### config.mk
export PLATFORM = sky130hd
export DESIGN_NAME = sop_minterm_finder
export DESIGN_NICKNAME = d
export VERILOG_FILES = /design/src/rtl/sop_pkg.sv /design/src/rtl/sop_eval.sv /design/src/rtl/sop_minterm_finder.sv
export SDC_FILE = /design/constraint.sdc
export NUM_CORES = 1
export LEC_CHECK = 0
export ABC_AREA = 1
export ABC_CLOCK_PERIOD_IN_PS = 3300
export CORE_MARGIN = 1.5
export CORE_UTILIZATION = 50
export DETAILED_ROUTE_END_ITERATION = 8
export DONT_BUFFER_PORTS = 1
export MAX_ROUTING_LAYER = met4
export SYNTH_ARGS = -nofsm -noshare
export SYNTH_HDL_FRONTEND = slang
export SYNTH_SLANG_ARGS = --single-unit
### constraint.sdc
create_clock -name clk -period 3.3 [get_ports clk]
set_input_delay 0.66 -clock clk [delete_from_list [all_inputs] [get_ports clk]]
set_output_delay 0.66 -clock clk [all_outputs]
set_load 0.01 [all_outputs]
### src/rtl/sop_pkg.sv
// Shared types and constants for the sequential SOP minterm finder.
// f(a,b,c,d) = ~(a&b) | (c&~d); candidates are ordered with a as the MSB.
package sop_pkg;

    localparam int NVARS   = 4;
    localparam int NCOMBOS = 1 << NVARS;

    // Bit i set means f(i) == 0 (abcd = 12, 13, 15).
    localparam logic [NCOMBOS-1:0] F_ZERO_MINTERMS = 16'b1011_0000_0000_0000;

    typedef enum logic [1:0] {
        IDLE = 2'd0,
        SCAN = 2'd1,
        OUT  = 2'd2,
        DONE = 2'd3
    } state_t;

endpackage

### src/rtl/sop_eval.sv
// Combinational evaluation of the lab function Y = (ab)' + cd'.
// Gate-level form mirrors the structural lab model: NAND, AND with inverted d, OR.
module sop_eval
    import sop_pkg::*;
(
    input  logic [NVARS-1:0] abcd,
    output logic             f
);

    logic a, b, c, d;
    logic nand_ab, c_and_nd;

    assign {a, b, c, d} = abcd;
    assign nand_ab      = ~(a & b);
    assign c_and_nd     = c & ~d;
    assign f            = nand_ab | c_and_nd;

endmodule

### src/rtl/sop_minterm_finder.sv
// Sweeps all 16 input combinations and streams those whose function output
// equals the latched target over a valid/ready port, counting accepted matches.
module sop_minterm_finder #(
    parameter int NVARS = 4,
    parameter int CNT_W = 5
) (
    input  logic             clk,
    input  logic             rst,
    input  logic             start,
    input  logic             target,
    output logic             m_valid,
    input  logic             m_ready,
    output logic [NVARS-1:0] m_abcd,
    output logic             busy,
    output logic             done,
    output logic [CNT_W-1:0] match_count
);

    localparam logic [NVARS-1:0] LAST_IDX = '1;

    sop_pkg::state_t  state, state_d;
    logic [NVARS-1:0] idx, idx_d;
    logic [NVARS-1:0] abcd_d;
    logic [CNT_W-1:0] cnt_d;
    logic             target_q, target_d;
    logic             f;

    sop_eval u_eval (
        .abcd (idx),
        .f    (f)
    );

    // NOTE: every register gets an explicit async reset value here, so a reset
    // mid-sweep drops any pending output and cannot leave a stale done pulse.
    // NOTE: sequential state uses non-blocking assignments only.
    always_ff @(posedge clk or posedge rst) begin
        if (rst) begin
            state       <= sop_pkg::IDLE;
            idx         <= '0;
            target_q    <= 1'b0;
            m_abcd      <= '0;
            match_count <= '0;
        end else begin
            state       <= state_d;
            idx         <= idx_d;
            target_q    <= target_d;
            m_abcd      <= abcd_d;
            match_count <= cnt_d;
        end
    end

    // NOTE: all next-state values default to their current value first, so no
    // path through the case statement can infer a latch.
    always_comb begin
        state_d  = state;
        idx_d    = idx;
        target_d = target_q;
        abcd_d   = m_abcd;
        cnt_d    = match_count;

        unique case (state)
            sop_pkg::IDLE: begin
                if (start) begin
                    target_d = target;
                    idx_d    = '0;
                    cnt_d    = '0;
                    state_d  = sop_pkg::SCAN;
                end
            end
            sop_pkg::SCAN: begin
                if (f == target_q) begin
                    abcd_d  = idx;
                    state_d = sop_pkg::OUT;
                end else if (idx == LAST_IDX) begin
                    state_d = sop_pkg::DONE;
                end else begin
                    idx_d = idx + 1'b1;
                end
            end
            sop_pkg::OUT: begin
                if (m_ready) begin
                    cnt_d = match_count + 1'b1;
                    if (idx == LAST_IDX) begin
                        state_d = sop_pkg::DONE;
                    end else begin
                        idx_d   = idx + 1'b1;
                        state_d = sop_pkg::SCAN;
                    end
                end
            end
            sop_pkg::DONE: begin
                state_d = sop_pkg::IDLE;
            end
            default: begin
                state_d = sop_pkg::IDLE;
            end
        endcase
    end

    // Output valid is exactly "presenting a match", so it follows the state.
    assign m_valid = (state == sop_pkg::OUT);
    assign busy    = (state != sop_pkg::IDLE);
    assign done    = (state == sop_pkg::DONE);

endmodule

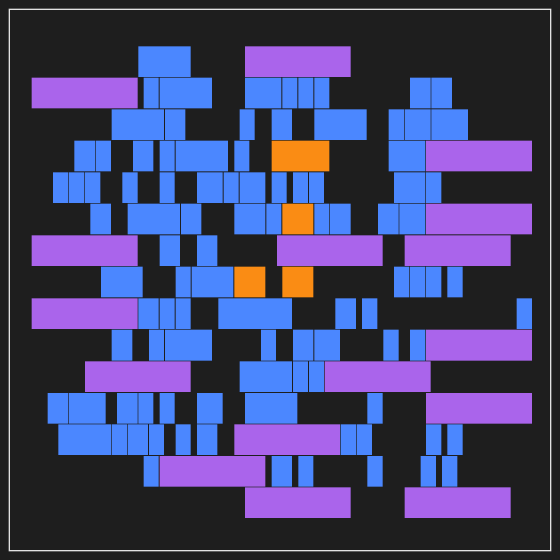
cell_classes.png
Key: all other logic = blue [cells 97, share of their area 56%]; clock drivers and dummy loads = orange [cells 4, share of their area 3.7%]; flops = purple [cells 16, share of their area 41%]

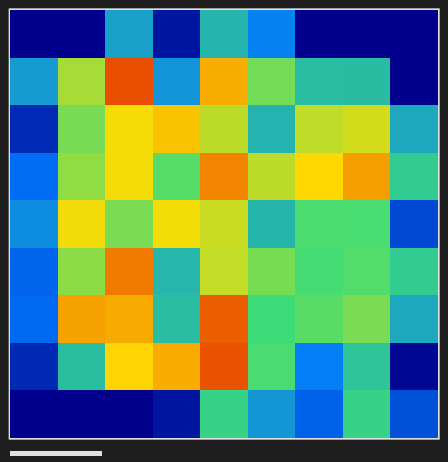
density.png
Bar = 10 µm. The die is cut into 9 by 9 equal tiles; dark blue is low, red is high, 0 to 100% covered.
16% of the tiles are over 75% full. The mean over all tiles is 45%. The fullest tile reaches 91%. The emptiest ninth of the die: north-east.

## sequential cells by signal, indices dropped and copies added (netlist names)
signal / flops
match_count: 5
idx: 4
m_abcd: 4
state: 2
target_q: 1
## cell families (layout without fill, tap and decap cells)
kind of cell	Yosys count	in the layout
and+or+nand+nor	57	57
AOI/OAI and AO/OA	16	16
DFF	16	16
buffers and inverters	15	18
adders and majority gates	8	8
xor gates and xnor gates	2	2
## cell type report
cell class / count / area share [%]
tap: 25 / 3.09
sequential: 16 / 39.5
inverter: 14 / 5.19
multi-input combinational: 83 / 48.6
clock buffer: 4 / 3.58
## cells in the final DEF (no fill, tap or decap)
cell type | netlist | final
dfrtp_1 | 16 | 16
nand2_2 | 3 | 3
clkbuf_4 | 0 | 3
nand2_4 | 1 | 1
nand4_2 | 1 | 1
or2_2 | 1 | 1
nand2_1 | 33 | 33
o21ai_0 | 5 | 5
nor2_1 | 4 | 4
inv_2 | 1 | 1
ha_1 | 8 | 8
nand4_1 | 1 | 1
nand3_1 | 9 | 9
inv_1 | 13 | 13
a31o_2 | 1 | 1
clkbuf_8 | 0 | 1
nand3_2 | 1 | 1
nand3_4 | 1 | 1
nor2_2 | 1 | 1
a21oi_1 | 3 | 3
o31ai_1 | 2 | 2
nor3_2 | 1 | 1
o21ai_2 | 1 | 1
o21ai_1 | 4 | 4
xnor2_1 | 2 | 2
## power groups by stage
| stage | Clock [W] | Combinational [W] | Sequential (W) |
|---|---|---|---|
| floorplan | 0 | 0.000356 | 0.000319 |
| global placement | 0 | 0.000403 | 0.000344 |
| detailed placement | 0 | 0.000409 | 0.000345 |
| CTS | 0.000133 | 0.000411 | 0.000343 |
| global route | 0.000146 | 0.000462 | 0.000353 |
| finish | 0.000130 | 0.000408 | 0.000343 |
## through the flow
stage / utilization, % / cells / area [µm²] / hold slack (ns)
finish: 57.4 / 142 / 1010 / 0.333
global route: 57.4 / 142 / 1010 / 0.373
CTS: 57.4 / 142 / 1010 / 0.354
detailed placement: 55.4 / 138 / 977 / 0.535
global placement: 55.4 / 138 / 977 / 0.528
floorplan: - / 114 / 951 / 0.506
## metal layers
metal | global-route usage [%] | routed length, µm
met1 | 23.9 | 854
met5 | - | 0
met3 | 4.31 | 60
met4 | 5.00 | 15
met2 | 26.9 | 746
## synthesized netlist by cell type
cell | number | area [µm²]
nand2_1 | 33 | 124
a21oi_1 | 3 | 15.0
a31o_2 | 1 | 8.76
o31ai_1 | 2 | 15.0
nand2_2 | 3 | 18.8
nand4_2 | 1 | 12.5
dfrtp_1 | 16 | 400
inv_1 | 13 | 48.8
o21ai_0 | 5 | 25.0
inv_2 | 1 | 3.75
nand3_2 | 1 | 10.0
nand4_1 | 1 | 6.26
o21ai_1 | 4 | 20.0
nand3_1 | 9 | 45.0
buf_2 | 1 | 5.00
nand3_4 | 1 | 17.5
ha_1 | 8 | 100
nand2_4 | 1 | 11.3
xnor2_1 | 2 | 17.5
nor2_2 | 1 | 6.26
o21ai_2 | 1 | 8.76
or2_2 | 1 | 6.26
nor3_2 | 1 | 10.0
nor2_1 | 4 | 15.0
## critical path, cell delays in order, from the launching register on
cell and delay (ns):
dfrtp_1 0.44, inv_1 0.14, ha_1 0.26, inv_1 0.11
==> flow_summary.ini <==
; flow metrics
[cells_and_area]
final_nets = 131
n_antenna_cell = 0
area_growth_pct = 6.58
combGateArea_um2 = 493
regArea_um2 = 400
fillCellCount = 171
drive_gt1_share_pct = 14.5

[final_timing]
finalSetupTns_ns = 0
setup_viol = 0
max_slew_margin_pct = 58.6
slew_viol_final = 0
finalHoldViolations = 0
rsz0062_at_grt = false
fin_ws_ns = 1.41
worst_pin_slew_ns = 0.621
fmax_mhz = 528
finClkSkew_ns = 0.00175
period_minus_slack_ns = 1.89
finalClockPeriodUsage_pct = 57.4

[logic_synthesis]
synth.mux.area_fraction_pct = 0
synth_chip_area_um2 = 951
yosys.stat.seqShare_pct = 42.1
xor_area_share_pct = 1.84
fp_nets = 127
synth_area_per_cell_um2 = 8.34
ys_sh_simple_pct = 29.7
synth_area_um2 = 951
logic_family = simple AND/OR/NAND/NOR gates
yosysCellCount = 114
ys_types = 24
yosysWarnings = 0
synthCells = 114
aoi_share_pct = 9.74
ys.flops = 16
fa_ha_area_share_pct = 10.5

[global_routing]
grt_pass1_wl_mm = 2.66
grtUsageTotal_pct = 17.9
antenna_found_initial = 0
grt_max_degree = 17
grt_pass1_vias = 608
grt_remaining_overflow = 0

[floorplanning]
fp_util_pct = 53.9
rows = 15
die-area_um2 = 2170
core-area_um2 = 1760
io_pins = 17
die_width_um = 46.6
dieHeight_um = 46.6

[pwr]
p_int_w = 0.000468
power_per_cell_area_nw_per_um2 = 869
p_switching_w = 0.000413
power_w = 0.000881
pwr-share-clk_pct = 14.7
switching_share_pct = 46.9
leakage_nw = 0.534
peakVddDrop_mv = 0.435
seqPwrFrac_pct = 38.9
p_comb_share_pct = 46.3

[clock_network]
cts_tree = done
cts_buffers = 3
clk_pin_slew_ns = 0.10
cts-root-buf = clkbuf_4
cts_setup_buffers = 0
cts-resized-gates = 0
cts_max_level = 1
worstSkewPairLatency_ns = 0.28
clock_tree.buffer_depth = 2
clkSinkCount = 16
cts_hold_buf = 0

[min_path]
hold_path.class = in2async

[run]
cap_viol_max_count = 0
warnings = 31

[detailed_routing]
first_pass_iters = 4
drc_errors = 0
drt-total-wl_mm = 1.68
antenna_left = 0
vias = 703
via_per_inst = 4.95
wire_per_inst_um = 11.8
drtIter0Drc = 23

[place]
port-buffer-count = 0
place_ws_ns = 1.65
hpwl_mm = 1.26
gp_congestion = 0.779

[critical_path]
reg2regPathDepth = 8
crit_required_ns = 2.64
worst_setup_path_end_kind = primary output
worstSetupStartpointType = flip-flop
worstSetupStartpoint = state[0]
worstPathMaxFanout = 6
r2r_start = state[0]
cp.arrival_ns = 1.23
worstSetupEndpoint = busy
r2r_end = idx[3]
criticalPathCategory = reg2out
rrSetupSlack_ns = 1.62

[run_status]
status = finished clean
Power is estimated from default activity; no workload was simulated.
